`config.mk`:
```
export PLATFORM = sky130hd
export DESIGN_NAME = imm_arith_encoder
export DESIGN_NICKNAME = d
export VERILOG_FILES = /design/src/rtl/imm_arith_encoder.sv
export SDC_FILE = /design/constraint.sdc
export NUM_CORES = 1
export LEC_CHECK = 0
export ABC_AREA = 1
export CORE_MARGIN = 2
export CORE_UTILIZATION = 35
export DETAILED_ROUTE_END_ITERATION = 8
export MAX_ROUTING_LAYER = met4
export SLEW_MARGIN = 20
export SYNTH_ARGS = -nofsm -noshare
export SYNTH_HDL_FRONTEND = slang
export SYNTH_SLANG_ARGS = --single-unit
```
`constraint.sdc`:
```
create_clock -name clk -period 2.3 [get_ports clk]
set_input_delay 0.46 -clock clk [delete_from_list [all_inputs] [get_ports clk]]
set_output_delay 0.46 -clock clk [all_outputs]
set_load 0.05 [all_outputs]
```
`src/rtl/imm_arith_encoder.sv`:
```
// imm_arith_encoder
// Assembles RV32I OP-IMM instructions from a decoded operation kind plus
// rd/rs1/immediate and streams them out on a valid/ready interface.
// An "addi rd, x0, imm" whose immediate does not fit in 12 signed bits is
// expanded into LUI rd,hi20 followed by ADDI rd,rd,lo12. When lo12 is zero,
// only the LUI is emitted. Illegal requests produce no word; they raise a
// one-cycle error pulse and a sticky error code instead.
//
// Ports:
//   clk, rst        clock, synchronous active-high reset
//   in_valid/ready  request handshake
//   in_kind         operation (imm_arith_kind_t)
//   in_rd, in_rs1   register indices
//   in_imm          signed immediate or shift amount
//   out_valid/ready instruction word handshake
//   out_word        encoded instruction
//   err_valid       one-cycle pulse, last accepted request rejected
//   err_code        01 invalid kind, 10 imm out of range, 11 bad shamt
//   words_emitted   wrapping count of completed out handshakes

package imm_arith_encoder_pkg;
    typedef enum logic [3:0] {
        iak_addi,
        iak_slti,
        iak_sltiu,
        iak_xori,
        iak_ori,
        iak_andi,
        iak_slli,
        iak_srli,
        iak_srai,
        iak_invalid
    } imm_arith_kind_t;
endpackage

module imm_arith_encoder
    import imm_arith_encoder_pkg::*;
#(
    parameter int CNT_W = 32
) (
    input  logic                 clk,
    input  logic                 rst,
    input  logic                 in_valid,
    output logic                 in_ready,
    input  imm_arith_kind_t      in_kind,
    input  logic [4:0]           in_rd,
    input  logic [4:0]           in_rs1,
    input  logic [31:0]          in_imm,
    output logic                 out_valid,
    input  logic                 out_ready,
    output logic [31:0]          out_word,
    output logic                 err_valid,
    output logic [1:0]           err_code,
    output logic [CNT_W-1:0]     words_emitted
);

    localparam logic [6:0] OPC_OP_IMM = 7'b0010011;
    localparam logic [6:0] OPC_LUI    = 7'b0110111;

    typedef enum logic {IDLE, PEND} state_t;

    state_t              state_q, state_d;
    logic                outValid_q, outValid_d;
    logic [31:0]         outWord_q, outWord_d;
    logic [31:0]         pendWord_q, pendWord_d;
    logic                errValid_q, errValid_d;
    logic [1:0]          errCode_q, errCode_d;
    logic [CNT_W-1:0]    count_q, count_d;

    logic [2:0]          funct3;
    logic [6:0]          funct7;
    logic                isShift;
    logic                kindValid;
    logic                immFits12;
    logic                shamtOk;
    logic                needExpand;
    logic [1:0]          reqErr;
    logic [31:0]         roundedImm;
    logic [31:0]         plainWord;
    logic [31:0]         luiWord;
    logic [31:0]         addiWord;
    logic                outFire;
    logic                accept;

    assign outFire  = outValid_q & out_ready;
    assign in_ready = (state_q == IDLE) & (~outValid_q | out_ready);
    assign accept   = in_valid & in_ready;

    // Map the operation kind onto its funct3/funct7 fields.
    always_comb begin
        funct3    = 3'b000;
        funct7    = 7'b0000000;
        isShift   = 1'b0;
        kindValid = 1'b1;
        case (in_kind)
            iak_addi:  funct3 = 3'b000;
            iak_slti:  funct3 = 3'b010;
            iak_sltiu: funct3 = 3'b011;
            iak_xori:  funct3 = 3'b100;
            iak_ori:   funct3 = 3'b110;
            iak_andi:  funct3 = 3'b111;
            iak_slli: begin
                funct3  = 3'b001;
                isShift = 1'b1;
            end
            iak_srli: begin
                funct3  = 3'b101;
                isShift = 1'b1;
            end
            iak_srai: begin
                funct3  = 3'b101;
                funct7  = 7'b0100000;
                isShift = 1'b1;
            end
            default: kindValid = 1'b0;
        endcase
    end

    // A value fits in 12 signed bits when bits 31..11 are all copies of the sign.
    assign immFits12  = (in_imm[31:11] == {21{in_imm[11]}});
    assign shamtOk    = (in_imm[31:5] == 27'd0);
    assign needExpand = (in_kind == iak_addi) && (in_rs1 == 5'd0) && !immFits12;

    // Invalid kind takes priority, then the shift and immediate range checks.
    always_comb begin
        reqErr = 2'b00;
        if (!kindValid)
            reqErr = 2'b01;
        else if (isShift && !shamtOk)
            reqErr = 2'b11;
        else if (!isShift && !immFits12 && !needExpand)
            reqErr = 2'b10;
    end

    // Adding 0x800 before taking the upper 20 bits compensates for the
    // sign-extended low 12 bits that the following ADDI will add back.
    assign roundedImm = in_imm + 32'h0000_0800;
    assign luiWord    = {roundedImm[31:12], in_rd, OPC_LUI};
    assign addiWord   = {in_imm[11:0], in_rd, 3'b000, in_rd, OPC_OP_IMM};
    assign plainWord  = isShift ? {funct7, in_imm[4:0], in_rs1, funct3, in_rd, OPC_OP_IMM}
                                : {in_imm[11:0], in_rs1, funct3, in_rd, OPC_OP_IMM};

    // Next-state logic: a new request can only be taken in IDLE when the
    // output slot is free or draining this cycle, so loading the output
    // here never overwrites an unconsumed word.
    always_comb begin
        state_d    = state_q;
        outValid_d = outValid_q & ~outFire;
        outWord_d  = outWord_q;
        pendWord_d = pendWord_q;
        errValid_d = 1'b0;
        errCode_d  = errCode_q;
        count_d    = count_q;
        if (outFire)
            count_d = count_q + CNT_W'(1);
        case (state_q)
            IDLE: begin
                if (accept) begin
                    if (reqErr != 2'b00) begin
                        errValid_d = 1'b1;
                        errCode_d  = reqErr;
                    end else if (needExpand) begin
                        outWord_d  = luiWord;
                        outValid_d = 1'b1;
                        pendWord_d = addiWord;
                        if (in_imm[11:0] != 12'd0)
                            state_d = PEND;
                    end else begin
                        outWord_d  = plainWord;
                        outValid_d = 1'b1;
                    end
                end
            end
            PEND: begin
                if (outFire) begin
                    outWord_d  = pendWord_q;
                    outValid_d = 1'b1;
                    state_d    = IDLE;
                end
            end
            default: state_d = IDLE;
        endcase
    end

    // State and output registers; reset overrides any handshake this cycle.
    always_ff @(posedge clk) begin
        if (rst) begin
            state_q    <= IDLE;
            outValid_q <= 1'b0;
            outWord_q  <= 32'd0;
            pendWord_q <= 32'd0;
            errValid_q <= 1'b0;
            errCode_q  <= 2'b00;
            count_q    <= '0;
        end else begin
            state_q    <= state_d;
            outValid_q <= outValid_d;
            outWord_q  <= outWord_d;
            pendWord_q <= pendWord_d;
            errValid_q <= errValid_d;
            errCode_q  <= errCode_d;
            count_q    <= count_d;
        end
    end

    assign out_valid     = outValid_q;
    assign out_word      = outWord_q;
    assign err_valid     = errValid_q;
    assign err_code      = errCode_q;
    assign words_emitted = count_q;

endmodule
```
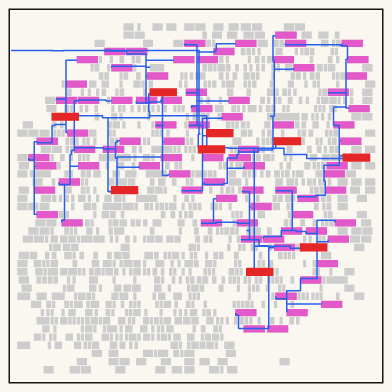
Figure 1: run 1, clock network drawn from the DEF.
(3 px per µm)
[cells driving clock nets] red | count: 9
[flip-flops] magenta | count: 82
[clock wires] blue | length: 1140 µm
routed clock nets: 10

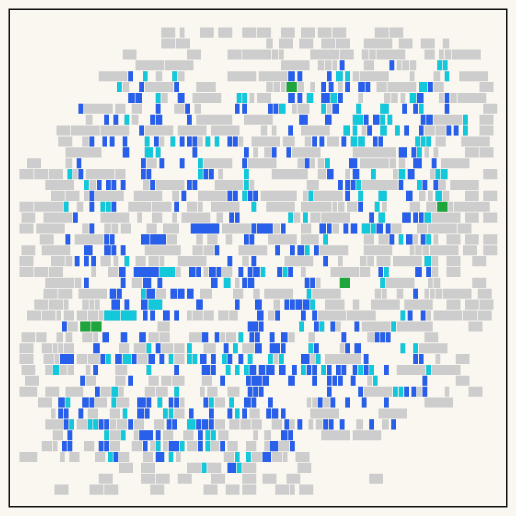
Figure 2: run 1, gate-type map.
(4 px per µm)
| family | color | cells | most used |
|---|---|---|---|
| AND-OR and OR-AND gates | green | 5 | o21a_1 |
| NOR gates | cyan | 151 | nor2_1 |
| NAND gates | blue | 354 | nand2_1 |

==> results.txt, run 1 <==
flow finished, numbers: HPWL after DPL=approximately 12000 µm, hold endpoint=pendWord_q[23], slew of the pin with the lowest slew margin=0.532 ns, fraction of layout cells with a size suffix above 1=13.1%, CTS Sinks=roughly 82, CP cell instances=clkdlybuf4s50_1, number of max-cap violations=0, drt wl/cell=12.8 µm, min Tclk post-route=2.12 ns, initial antenna violation count=0, Slew Limit Headroom=roughly 64%, Final Cycle Share=around 92%, die area=between 15000 and 20000 µm², I/O pin total=119, Routed WL=roughly 15000 µm, antenna viol nets, final=0, Final nets=1076, vias per cell=approximately 4.8, ys flop type=dfxtp_1, HP Start=pendWord_q[23], site row count=around 43, routability cong.=~0.92, Synth async-reset ratio=0%, Worst path top cell family by delay=buffers and inverters, yosys synthesis chip area=around 5000 µm², critical path endpoint category=output port, DR iter-0 viols=around 340, Distinct cells, synth=between 40 and 50, number of gates on the worst path with buffers counted=1, post-synth top area cell=dfxtp_1, FP Util=a little over a third, Synth Area per Inst=approximately 6.1 µm², yosys cell count=just over 800, Pins Over Slew Limit=0, f_max=around 470 MHz, Synth flops=about 80, TritonCTS clock tree=built, RSZ-0062 raised after global routing=no, largest net degree at the start of global routing=roughly 43, Yosys warnings=0, Die Wd=124 µm, Log Warnings=27, H-tree levels=3, buffer count from post-CTS setup fixing=0, Reg clk slew, reported paths=around 0.06 ns, hold_ws=about 0.46 ns, worst reg-to-reg path cell count=12, crit path DRT=about 1.8 ns, DR pass1 iterations=5, clk root buf=clkbuf_16, CP max stage delay=0.87 ns, final number of setup-violating endpoints=0, Synth Seq Share=32.6%, Worst R2R Setup Slack=0.32 ns, Max FO, Critical Path=4, most frequent cells in the layout=261 x nand2_1, 121 x nor2_1, 113 x clkdlybuf4s50_1, top area cells in the synthesized netlist=dfxtp_1 33%, nand2_1 20%, nor2_1 9.1%, nand3_1 6.4%, inv_1 6.3%, cell area after synthesis=5040 µm², hold depth=2, outcome=finished clean, P_leak=between 3 and 4 nW, critical path arrival=~1.7 ns, CTS Buf Count=9, worst path bufs/invs=1, Fin. Hold Viols=0, worst vdd ir=around 0.39 mV, Worst Hold Class=register to register, Top cell excl fill/tap=nand2_1, clk buf depth=2, # hold bufs at CTS=0, via count=5752, DRC errors left=0, Setup Crit Path Kind=register to output port, ANT cells=0
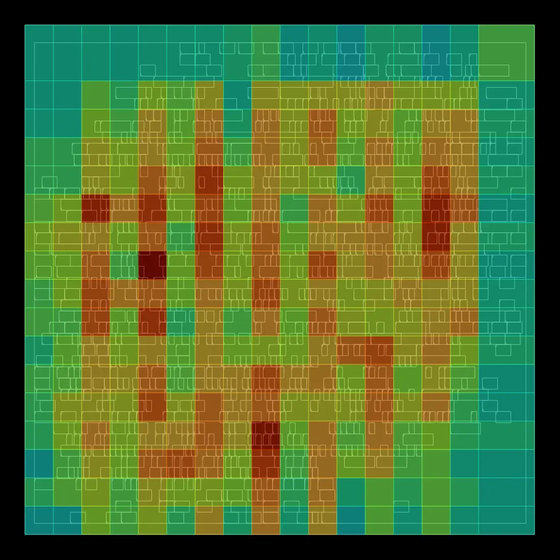
Figure 3: run 1, congestion heat map.
All-Layer GR Usage: 21.7%
post-layout util: 52.7%

run 1: worst max path at each step:
| stage | startpoint | to |
|---|---|---|
| 5_1_grt | out_ready | words_emitted[26] |
| 6_report | out_valid | out_valid |
| 3_3_place_gp | in_imm[11] | out_word[26] |
| 3_5_place_dp | in_imm[12] | out_word[26] |
| 2_1_floorplan | words_emitted[1] | words_emitted[26] |
| 4_1_cts | in_imm[12] | out_word[26] |
run 1: worst min-delay path, delay by kind of cell, from the launching register on:
family / cells / cell delay (ns)
flops: 1 / 0.31
simple gates: 1 / 0.06
compound gates: 1 / 0.05
run 1: synth_stat cells, drive strengths merged (5+ instances only):
cell type / number
dfxtp: 82
xor2: 14
a21oi: 62
o21ai: 21
nand3: 67
buf: 17
nand4: 16
nand2: 266
nor2: 129
nor3: 19
a21boi: 5
inv: 90
clkbuf: 15
run 1: layer usage:
metal  track usage (%)  vias to the layer above  routed length, µm
met4              4.21                        0                123
li1                  -                     3016                  -
met1              28.9                     2603               7480
met5                 -                        -                  0
met3              4.08                        9                751
met2              34.6                      124               7110
run 1: cell families (layout without fill, tap and decap cells):
group           after synthesis  in the layout  share of synthesized area, %
compound gates              100            100                          10.8
xor+xnor                     17             17                          2.96
fa+ha+maj                     3              3                         0.745
buf+inv                     123            317                          10.2
flops                        82             82                          32.6
other cells                   1              2                        0.0744
simple gates                505            506                          42.7
run 1: stage by stage:
stage | instances | instance area [µm²] | total power, mW | setup slack [ns] | setup TNS [ns]
2_1_floorplan | 832 | 5050 | 1.80 | 0.0444 | 0
3_3_place_gp | 1191 | 7030 | 2.11 | -0.274 | -9.01
3_5_place_dp | 1191 | 7030 | 2.11 | -0.381 | -11.87
4_1_cts | 1206 | 7340 | 3.61 | 0.0583 | 0
5_1_grt | 1207 | 7370 | 3.71 | 0.0344 | 0
6_report | 1207 | 7370 | 3.56 | 0.184 | 0
run 1: sequential cells by signal (all words and copies together), names as in the netlist:
register,cells
words_emitted,32
out_word,27
state_q,1
err_valid,1
pendWord_q,18
out_valid,1
err_code,2
run 1: power by group:
part | leakage [nW] | internal [mW] | total (mW) | switching, mW
registers | 0.663 | 1.45 | 1.46 | 0.0163
clock network | 0.152 | 0.923 | 1.48 | 0.562
logic | 2.29 | 0.272 | 0.618 | 0.347
run 1: layout make-up:
type / instances / area (µm²) / share of cell area, %
tap: 180 / 225 / 3.06
clock inverter: 2 / 35.0 / 0.476
multi-input combinational: 628 / 2920 / 39.7
clock buffer: 13 / 270 / 3.67
timing repair buffer: 211 / 1930 / 26.2
sequential: 82 / 1640 / 22.3
inverter: 91 / 342 / 4.64
run 1: repair_timing:
action                                  CTS  global route
pin swaps                                 0             2
endpoints found under the setup margin    1            30
resized                                   1             5
cloned                                    0             1
==> inputs of run 2 (changes only) <==
--- a/config.mk
+++ b/config.mk
@@ -10,6 +10,7 @@
 export CORE_UTILIZATION = 35
 export DETAILED_ROUTE_END_ITERATION = 8
 export MAX_ROUTING_LAYER = met4
+export PLACE_DENSITY = 0.69
 export SLEW_MARGIN = 20
 export SYNTH_ARGS = -nofsm -noshare
 export SYNTH_HDL_FRONTEND = slang
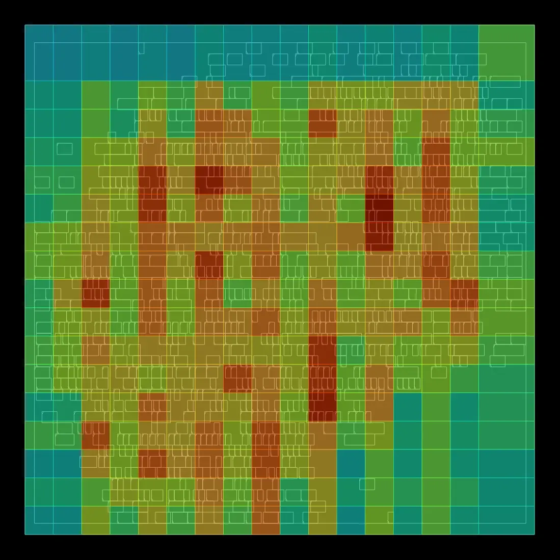
Figure 4: run 2, congestion heat map.
post-layout util: 53.4%
Global Route met3 Usage: 3.48%
All-Layer GR Usage: 21.2%
drt wl/cell: 12.9 µm

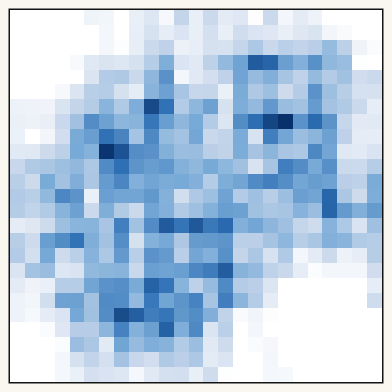
Figure 5: run 2, routed metal per tile.
(3 px per µm) 25 x 25 tiles, from white (low) to dark blue (high), scaled to the fullest tile. Values are wire area over tile area, all layers added.
nearly empty tiles: 17%
tiles over half the peak: 21%
fullest tile: 0.54
mean over tiles: 0.16
emptiest ninth of the die: lower right
densest ninth of the die: center

==> run 2 against run 1 <==
Against the previous run:
- worst setup slack got worse by 0.087 ns
- synthesized cell count did not move
- clock skew fell by 0.00055 ns
- non-clock buffer count rose by 5
- largest cell class unchanged
- highest routed layer unchanged
- register-to-register slack got worse by 0.03 ns
- sequential cell count did not move
- final area rose by 1.4%
==> results.txt, run 2 <==
flow finished, numbers: Final nets=1081 (+0.46%), Resized cells post-CTS=0 (-1), HPWL after DPL=12200 µm (+1.0%), die area=15400 µm² (unchanged), via count=5794 (+0.73%), CTS Buf Count=9 (unchanged), f_max=454 MHz (-3.9%), Routed WL=15600 µm (+1.1%), most frequent cells in the layout=262 x nand2_1, 117 x nor2_1, 114 x clkdlybuf4s50_1, fraction of layout cells with a size suffix above 1=14.0% (+0.89 points), final number of setup-violating endpoints=0 (unchanged), Final Cycle Share=95.8% (+3.8 points), initial antenna violation count=0 (unchanged), Worst Setup SP=in_imm[29], largest net degree at the start of global routing=36 (-16%), antenna viol nets, final=0 (unchanged), fin area=7470 µm² (+1.4%), Synth Area in Compound Gates=10.8% (unchanged), Worst R2R Setup Slack=0.29 ns (-0.03 ns), P_leak=3.14 nW (+1.0%), Synth async-reset ratio=0% (unchanged), number of max-cap violations=0 (unchanged), min Tclk post-route=2.20 ns (+0.0866 ns), count leader, synth=nand2_1, crit path DRT=2.53 ns (+0.69 ns), site row count=43 (unchanged), Place WS=-0.310 ns (+0.0709 ns), Log Warnings=27 (unchanged), setup ws final=0.0970 ns (-0.0866 ns), Setup Crit Path Kind=input pin to register, routability cong.=0.932 (+1.8%), Synth Seq Share=32.6% (unchanged), I/O pin total=119 (unchanged), Pins Over Slew Limit=0 (unchanged), Slew Limit Headroom=62.0% (-2.4 points), total power=3.84 mW (+7.8%), Placed Area=7050 µm² (+0.36%), cell area after synthesis=5040 µm² (unchanged), DRC errors left=0 (unchanged), post-synth top area cell=dfxtp_1, outcome=finished clean, Post-synth top cells=262 x nand2_1, 122 x nor2_1, 85 x inv_1, DR iter-0 viols=356 (+6.0%), CTS Sinks=82 (unchanged)
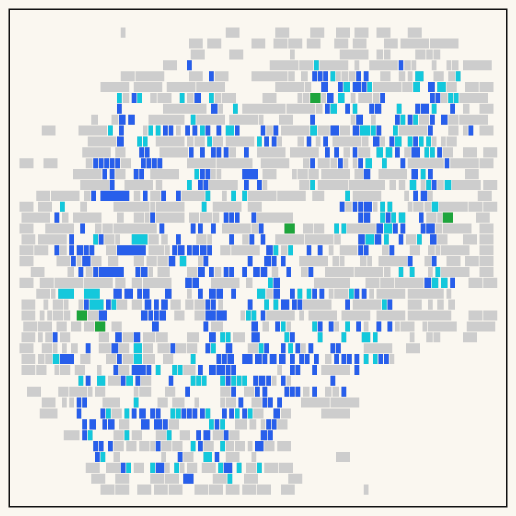
Figure 6: run 2, gate-type map.
(4 px per µm)
| family | color | cells | most used |
|---|---|---|---|
| NOR gates | cyan | 151 | nor2_1 |
| AND-OR and OR-AND gates | green | 5 | o21a_1 |
| NAND gates | blue | 354 | nand2_1 |

-- run 2: cell count changes in the layout (fill, tap and decap cells not counted), sizes merged --
cell,previous run,this run
buf,96,101
clkbuf,13,9
bufinv,1,4
clkdlybuf4s50,113,114
clkinv,2,3
clkinvlp,0,1
dlymetal6s2s,2,1
-- run 2: worst max-delay path, stage by stage --
cell and delay, ns:
clkdlybuf4s50_1 0.60, nand4_1 0.16, o21ai_0 0.21, buf_4 0.16, nand3_2 0.10, nand2_2 0.12, nand3_4 0.10, nand2_8 0.12
buf_6 0.13, nand3_1 0.07, nor2_2 0.16, nor2_1 0.06
-- run 2: routing by layer --
| layer | wire, µm | track usage, % | vias up |
|---|---|---|---|
| met3 | 722 | 3.48 | 16 |
| met4 | 212 | 5.13 | 0 |
| met5 | 0 | - | - |
| met2 | 7490 | 35.7 | 150 |
| met1 | 7200 | 26.5 | 2592 |
| li1 | - | - | 3036 |
-- run 2: cells by family (layout without fill, tap and decap cells) --
group	after synthesis	count (layout)
compound gates	100	100
xor+xnor	17	17
fa+ha+maj	3	3
buf+inv	123	323
flops	82	82
other cells	1	2
simple gates	505	506
-- run 2: through the flow --
step           setup TNS (ns)  hold slack (ns)
6_report                    0            0.461
3_5_place_dp            -8.82            0.452
5_1_grt                     0            0.478
3_3_place_gp            -6.86            0.448
2_1_floorplan               0            0.439
4_1_cts                     0            0.460
-- run 2: final timing paths --
kind	endpoint	cells past startpoint
min	pendWord_q[23]	2
max reg2reg	words_emitted[30]	12
min reg2reg	pendWord_q[23]	2
max	out_word[28]	12
-- run 2: layout make-up --
class	instances	area (µm²)
Sequential cell	82	1640
Multi-Input combinational cell	628	2940
Inverter	91	342
Timing Repair Buffer	216	1960
Clock inverter	7	141
Clock buffer	9	225
Fill cell	1393	6520
Tap cell	180	225
-- run 2: power breakdown --
group / switching (mW) / internal [mW]
registers: 0.0161 / 1.44
clock network: 0.589 / 1.17
logic: 0.353 / 0.270
total: 0.958 / 2.89
==> inputs of run 3 (changes only) <==
--- a/config.mk
+++ b/config.mk
@@ -9,9 +9,10 @@
 export CORE_MARGIN = 2
 export CORE_UTILIZATION = 35
 export DETAILED_ROUTE_END_ITERATION = 8
+export GPL_ROUTABILITY_DRIVEN = 0
 export MAX_ROUTING_LAYER = met4
 export PLACE_DENSITY = 0.69
-export SLEW_MARGIN = 20
+export SLEW_MARGIN = 0
 export SYNTH_ARGS = -nofsm -noshare
 export SYNTH_HDL_FRONTEND = slang
 export SYNTH_SLANG_ARGS = --single-unit
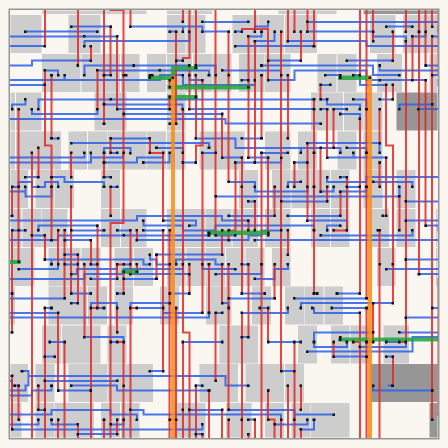
Figure 7: run 3, a small window of the routed layout.
Window x 47 to 77, y 22 to 52 µm. Cells in gray, sequential cells in the stronger gray; small squares are vias.
| layer | color |
|---|---|
| met1 | blue |
| met4 | orange |
| met2 | red |
| met3 | green |
sequential cells in the window: 1
netlist names of flops here include: `pendWord_q` (1)
most frequent: nand2_1 (42), nor2_1 (17), nand3_1 (13)
cells with their middle in the window: 110

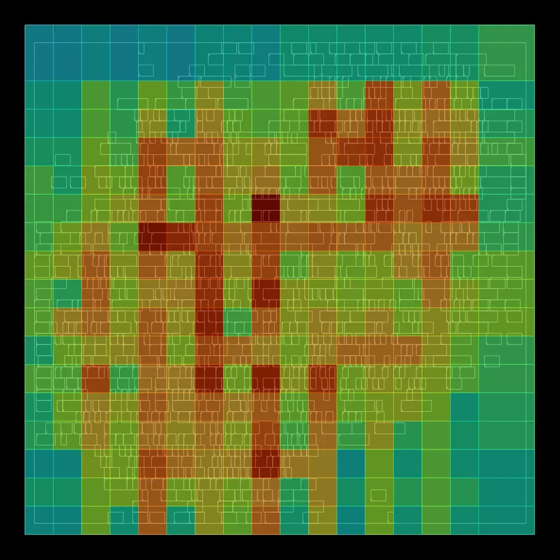
Figure 8: run 3, congestion heat map.
All-Layer GR Usage: 21.6%
met1 Resource Use GR: 27.4%
met2 usage: 35.5%
busiest grt layer: met2

==> run 3 against run 2 <==
Against the previous run:
- global-route usage increased by 0.44 points
- non-clock buffer count increased by 1
- fmax decreased by 1.2%
- final area decreased by 0.22%
- final cell count about the same
- critical endpoint is now out_word[18]
==> results.txt, run 3 <==
flow finished, numbers: slew of the pin with the lowest slew margin=between 0.5 and 0.6 ns, PD cells=between 400 and 500 nW/µm², Die Y=between 100 and 150 µm, ANT cells=0, Synth Area per Inst=6.06 µm², Worst path top cell family by delay=simple AND/OR/NAND/NOR gates, Synth flops=82, Worst Hold Class=register to register, Final nets=1083 (+0.19%), Final Cycle Share=96.9% (+1.1 points), DR iter-0 viols=395 (+11%), antenna viol nets, final=0 (unchanged), clk_skew=about 0.004 ns, largest net degree at the start of global routing=38 (+5.6%), Synth async-reset ratio=0% (unchanged), CTS Sinks=82 (unchanged), min Tclk post-route=2.23 ns (+0.0263 ns), Max FO, Critical Path=17, Post-synth top cells=262 x nand2_1, 122 x nor2_1, 85 x inv_1, drt wl/cell=12.9 µm (+0.45%), clk root buf=clkbuf_16, yosys synthesis chip area=5040 µm², TritonCTS clock tree=built, most frequent cells in the layout=261 x nand2_1, 117 x nor2_1, 114 x clkdlybuf4s50_1, fraction of layout cells with a size suffix above 1=14.2% (+0.18 points), site row count=43 (unchanged), Reg clk slew, reported paths=roughly 0.060 ns, initial antenna violation count=0 (unchanged), HPWL after DPL=12100 µm (-1.1%), yosys cell count=slightly above 800, worst vdd ir=roughly 0.36 mV, final number of setup-violating endpoints=0 (unchanged), crit path DRT=2.52 ns (about the same), DRC errors left=0 (unchanged), outcome=finished clean, ys flop type=dfxtp_1, Distinct cells, synth=roughly 43, total power=3.47 mW (-9.7%), Pins Over Slew Limit=0 (unchanged), max reg flops=32, Top cell excl fill/tap=nand2_1, I/O pin total=119 (unchanged), post-layout util=53.3% (-0.12 points), Worst path slowest cell=clkdlybuf4s50_1, Fin. Hold Viols=0, cell area after synthesis=5040 µm² (unchanged), GRT overflow=0, critical path endpoint category=register, post-synth top area cell=dfxtp_1, Slew Limit Headroom=64.0% (+2.0 points), die area=15400 µm² (unchanged), f_max=449 MHz (-1.2%), core region area=around 14000 µm², CTS Buf Count=9 (unchanged), DR pass1 iterations=5, number of max-cap violations=0 (unchanged), clk buf depth=2, post-synthesis cell count=between 800 and 900, count leader, synth=nand2_1, via count=5804 (+0.17%), FP Util=around 36%, CP max stage delay=0.47 ns (-0.13 ns), P_leak=3.12 nW (-0.65%), Routed WL=15700 µm (+0.53%), Setup Crit Path Kind=input pin to register, worst path bufs/invs=2 (-1), Latency at later pin=0.33 ns, fill cell count=1459 (+4.7%), Log Warnings=27 (unchanged), flip-flops with a built-in enable=0, vias per cell=between 4 and 5, Synth Seq Share=32.6% (unchanged), CP cell instances=clkdlybuf4s50_1 -> inv_1 -> ha_1 -> nor2_1 -> nand2_1 -> nor2_2 -> nand3_4 -> nand2_4 -> nand3_4 -> nand2_8 -> nand2_4 -> nor2_1 -> nor2_1, Worst R2R Setup Slack=0.30 ns (about the same), Port Buf Inserts=roughly 120, global-route wire length before repair=25500 µm, Crit path top cell by count=nor2_1
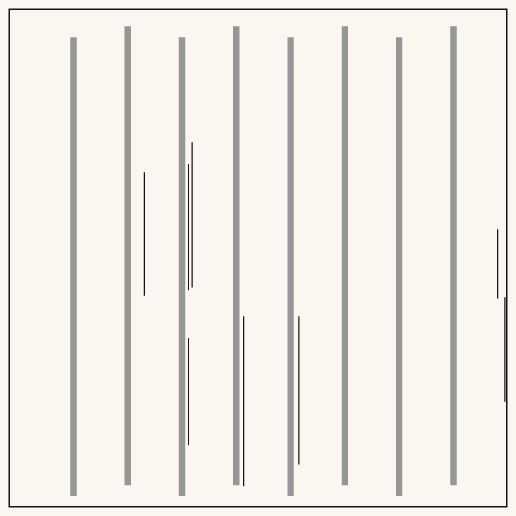
Figure 9: run 3, M4 wires.
(4 px per µm) Supply wires on this layer in gray.
main direction: vertical
wire length on this layer: 246 µm
longest straight run: 42.2 µm

-- run 3: cell counts after synthesis --
No cell type changed its count.
-- run 3: layout make-up --
type | count | area [µm²] | area share [%]
Multi-Input combinational cell | 629 | 2980 | 39.9
Sequential cell | 82 | 1640 | 22.0
Clock inverter | 1 | 7.51 | 0.101
Clock buffer | 14 | 284 | 3.81
Inverter | 91 | 342 | 4.58
Timing Repair Buffer | 217 | 1980 | 26.5
Tap cell | 180 | 225 | 3.02
-- run 3: worst paths after layout --
path,from,endpoint,cells after the start
worst min-delay path,pendWord_q[30],pendWord_q[30],2
worst max-delay path,in_imm[12],out_word[18],13
worst max register to register,words_emitted[1],words_emitted[22],12
worst min register to register,pendWord_q[30],pendWord_q[30],2
-- run 3: layer usage --
layer	part of all wire [%]	track usage (%)	up-vias
li1	-	-	3029
met1	46	27.4	2609
met2	48	35.5	150
met3	4.8	4.12	16
met4	1.6	5.62	0
met5	0	-	-
-- run 3: cells by family (layout without fill, tap and decap cells) --
group	Yosys count	after routing	synth area share [%]
AND-OR/OR-AND	100	100	10.8
XOR/XNOR	17	17	2.96
adder cells (fa/ha/maj)	3	3	0.745
buffers and inverters	123	323	10.2
flip-flops	82	82	32.6
other	1	2	0.0744
AND/OR/NAND/NOR	505	507	42.7
-- run 3: timing repair --
action,in CTS,in global routing
resized,0,16
setup buffers,0,0
endpoints found under the hold margin,0,0
setup endpoints to repair,0,22
-- run 3: worst reg2reg max path: stages, from the launching register on --
cell,delay (ns)
dfxtp_1,0.42
ha_1,0.23
nand3_1,0.10
nor2_2,0.11
nand2_1,0.07
nor2_1,0.14
nand2_1,0.10
nor2_1,0.16
nand2_1,0.11
nor2_2,0.15
nand2_1,0.09
o21ai_0,0.17
a21oi_1,0.05
-- run 3: power by group --
part           switching (mW)  total (mW)  leakage [nW]  internal [mW]
Clock                   0.539        1.38         0.141          0.844
Sequential             0.0166        1.46         0.663           1.45
Combinational           0.353       0.624          2.31          0.271
Total                   0.909        3.47          3.12           2.56
-- run 3: through the flow --
step	TNS (ns)	std cells	instance area [µm²]	worst slack (ns)	hold slack, ns
global placement	-7.28	1197	7070	-0.225	0.448
floorplan	0	832	5050	0.0444	0.439
finish	0	1214	7450	0.0707	0.460
CTS	0	1212	7360	0.0129	0.461
global route	-0.0290	1214	7450	-0.0117	0.476
detailed placement	-10.97	1197	7070	-0.332	0.452
Power figures rest on the tool's default switching activity, not on a simulated workload.
